==> config.mk <==
export PLATFORM = sky130hd
export DESIGN_NAME = counter_ctrl
export DESIGN_NICKNAME = d
export VERILOG_FILES = /design/src/rtl/counter_ctrl_pkg.sv /design/src/rtl/counter_ctrl_dp.sv /design/src/rtl/counter_ctrl.sv
export SDC_FILE = /design/constraint.sdc
export NUM_CORES = 1
export LEC_CHECK = 0
export CORE_MARGIN = 2
export CORE_UTILIZATION = 40
export CTS_BUF_LIST = sky130_fd_sc_hd__clkbuf_8 sky130_fd_sc_hd__clkbuf_16
export CTS_CLUSTER_DIAMETER = 50
export DETAILED_ROUTE_END_ITERATION = 8
export PLACE_DENSITY_LB_ADDON = 0.12
export SYNTH_ARGS = -nofsm -noshare
export SYNTH_HDL_FRONTEND = slang
export SYNTH_SLANG_ARGS = --single-unit
==> constraint.sdc <==
create_clock -name clk -period 4.1 [get_ports clk]
set_clock_uncertainty 0.1 [all_clocks]
set_input_delay 0.82 -clock clk [delete_from_list [all_inputs] [get_ports clk]]
set_output_delay 0.82 -clock clk [all_outputs]
set_load 0.005 [all_outputs]
Fig. 1: run 1, signal wires on met1
Scale bar: 20 microns. Supply wires on this layer in gray.
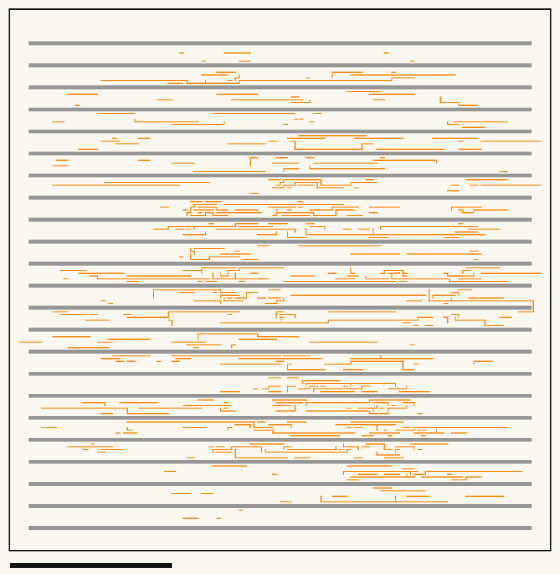
The layer carries 1430 microns of wire. The wires run mostly horizontal. The layer holds 46% of the routed length. 172 nets have wire on it. The longest straight run is 22.1 microns.
WL final: 3100 microns
vias: 1194
GRT met1 Usage: 22.0%

Fig. 2: run 1, metal 2
Scale bar: 20 microns.
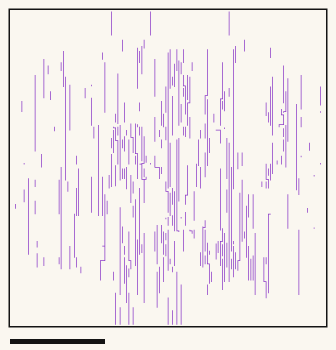
The wires run mostly vertical. 175 nets have wire on it.
met2 usage: 25.6%

Fig. 3: run 1, metal 3
Cells faint in the background.
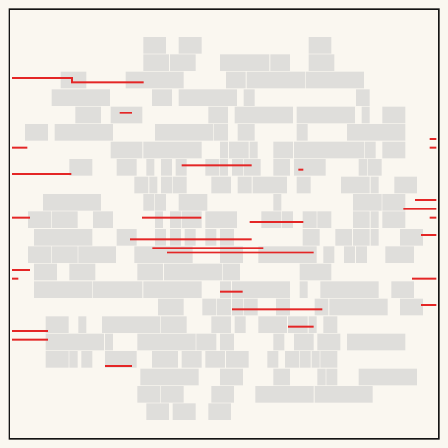
The layer carries 178 microns of wire. The wires run mostly horizontal. 23 nets have wire on it.
met3 Use GR: 4.39%

==> impl_metrics.env <==
# flow metrics
export IMPL_status="finished clean"
export IMPL_cts_tree="built"
export IMPL_whs_ps=425
export IMPL_cts_root_buf="clkbuf_8"
export IMPL_p_leak_nw=0.811
export IMPL_area_growth_pct=27.5
export IMPL_cts_max_level=2
export IMPL_clk_latency_ps=280
export IMPL_nets=199
export IMPL_worst_slew_pin_slew_ps=1080
export IMPL_core_sq_um=3720
export IMPL_powerDensity_nw_per_um2=437
export IMPL_warnings=28
export IMPL_grt_first_pass_wirelength_microns=5430
export IMPL_yosys_most_used_dff="dfrtp_1"
export IMPL_grt_pass1_vias=1172
export IMPL_yosysUniqueCellTypes=37
export IMPL_cts_buffer_depth=2
export IMPL_cts_made_buffers=5
export IMPL_start_kind="input pin"
export IMPL_edf_count=0
export IMPL_design_area_sq_um=2000
export IMPL_topCellsByArea="dfrtp_1, mux2_2, xor2_1"
export IMPL_wire_per_inst_microns=13.8
export IMPL_die_w_microns=66.7
export IMPL_worst_ep_arrival_time_ps=2770
export IMPL_yosysTopAreaCellShare_pct=46.2
export IMPL_grt_usage_pct=17.1
export IMPL_fin_setup_tns_ps=0
export IMPL_fmax_mhz=373
export IMPL_yosys_warnings=0
export IMPL_vdd_drop_max_v=0.000207
export IMPL_netlist_instances=146
export IMPL_hold_path_depth=1
export IMPL_post_synth_top_area_cell="dfrtp_1"
export IMPL_hold_path_class="flop to flop"
export IMPL_fin_crit_ps=2680
export IMPL_initCoreUtil_pct=42.3
export IMPL_reg2reg_slack_ps=1870
export IMPL_cts_resized=0
export IMPL_antenna_found_initial=0
export IMPL_cap_violations=0
export IMPL_route_detailed_drc=0
export IMPL_required_ps=4190
export IMPL_viasPerCell=5.31
export IMPL_final_layout_size_suffix_gt1_share_pct=15.8
export IMPL_end_kind="flop"
export IMPL_period_used_pct=65.4
export IMPL_yosysCellCount=146
export IMPL_floorplan_nets=169
export IMPL_dp_hpwl_microns=2360
export IMPL_die_y_microns=66.7
export IMPL_hold_viol=0
export IMPL_async_flop_share_pct=100
export IMPL_io_pins=27
export IMPL_drv_slew=0
export IMPL_grt_max_degree=30
export IMPL_numPortBuffers=26
export IMPL_crit_type="input pin to flop"
export IMPL_ys_ff=29
export IMPL_syn_avg_cell_area_sq_um=10.8
export IMPL_total_power_mw=0.874
export IMPL_setup_viol_count_final=0
export IMPL_ys_area_sq_um=1570
export IMPL_diodes=0
export IMPL_slew_headroom_pct=28.0
export IMPL_rr_worst_depth=6
export IMPL_first_iter_violations=38
export IMPL_numClockSinks=29
export IMPL_post_cts_buffers=0
export IMPL_die_area_sq_um=4450
export IMPL_dpl_cell_area_sq_um=1890
export IMPL_hold_buffers=0
export IMPL_postRouteAntennaNets=0
export IMPL_rsz0062_at_grt="no"
export IMPL_syn_area_sq_um=1570
export IMPL_dr_pass1_iters=5
export IMPL_critPathMaxFanout=7
export IMPL_globalplace_congestion=0.831
export IMPL_gr_total_overflow=0
export IMPL_clk_pin_slew_worst_paths_ps=60
export IMPL_nFillCells=366
export IMPL_rows=22
export IMPL_postSynthSeqShare_pct=46.2
## run 1: critical path, stage by stage
cell             delay, ps
clkdlybuf4s50_1        470
nor2b_1                490
nand2b_1               200
o2111ai_1              180
or3_1                  380
a211oi_1               220
## run 1: per-layer routing
layer,track usage (%),vias to the layer above,share of wire (%)
met1,22.0,572,46
met5,0,-,0
met4,10.2,0,2.2
li1,-,582,-
met3,4.39,7,5.7
met2,25.6,33,46
## run 1: cells in the final DEF, fill, tap and decap left out
cell type        Yosys  routed
a2111oi_2            1       1
a211oi_1             2       2
a21oi_1              9       9
and2_1               1       1
and2_2               1       1
and3_1               2       2
buf_4                0       2
bufinv_16            0       1
clkbuf_8             0       6
clkdlybuf4s50_1      0      26
dfrtp_1             29      29
ha_1                 5       5
inv_1                5       6
mux2_2              12      12
nand2_1             11      11
nand2_2              1       1
nand2b_1             3       3
nand3_1              4       4
nand3_2              1       1
nand4_1              5       5
nand4b_1             3       3
nor2_1               2       2
nor2b_1              4       4
nor3_1               6       6
nor3b_1              1       1
nor4_1               1       1
nor4_4               2       2
o2111ai_1            1       1
o211ai_1             1       1
o21ai_0              6       6
o21ai_1              1       1
o21bai_1             1       1
o31ai_1              1       1
or3_1                2       2
or4_1                1       1
or4b_1               1       1
xnor2_1              6       6
xor2_1               8       8
xor2_2               1       1
## run 1: cells in the mapped netlist, types with 5 or more instances
cell     number
a21oi_1       9
dfrtp_1      29
ha_1          5
inv_1         5
mux2_2       12
nand2_1      11
nand4_1       5
nor3_1        6
o21ai_0       6
xnor2_1       6
xor2_1        8
## run 1: stage by stage
step                      setup WS, ps  std cells  util, %
after CTS                         1390        225     53.9
after detailed placement          1080        217     50.8
after global placement            1140        217     50.8
final                             1420        225     53.9
after global routing              1210        225     53.9
after floorplan                   1890        146        -
## run 1: layout make-up
cell class                      instances  area [sq um]  area share, %
Timing Repair Buffer                   28           275           13.7
Clock buffer                            6          82.6           4.12
Sequential cell                        29           726           36.2
Tap cell                               48          60.1           3.00
Multi-Input combinational cell        107           807           40.3
Clock inverter                          2          33.8           1.69
Inverter                                5          18.8          0.937
## run 1: kinds of logic after synthesis
kind of cell             synth area share (%)
flip-flops                               46.2
adder cells (fa/ha/maj)                  3.98
AND-OR/OR-AND                            9.00
multiplexers                             8.60
XOR/XNOR                                 8.84
buffers and inverters                    2.47
AND/OR/NAND/NOR                          20.9
## run 1: where the power goes
part           leakage (nW)  internal (mW)  switching [mW]
clock                0.0626          0.195           0.104
combinational         0.375          0.108           0.114
sequential            0.373          0.319          0.0344
Power is estimated from default activity; no workload was simulated.
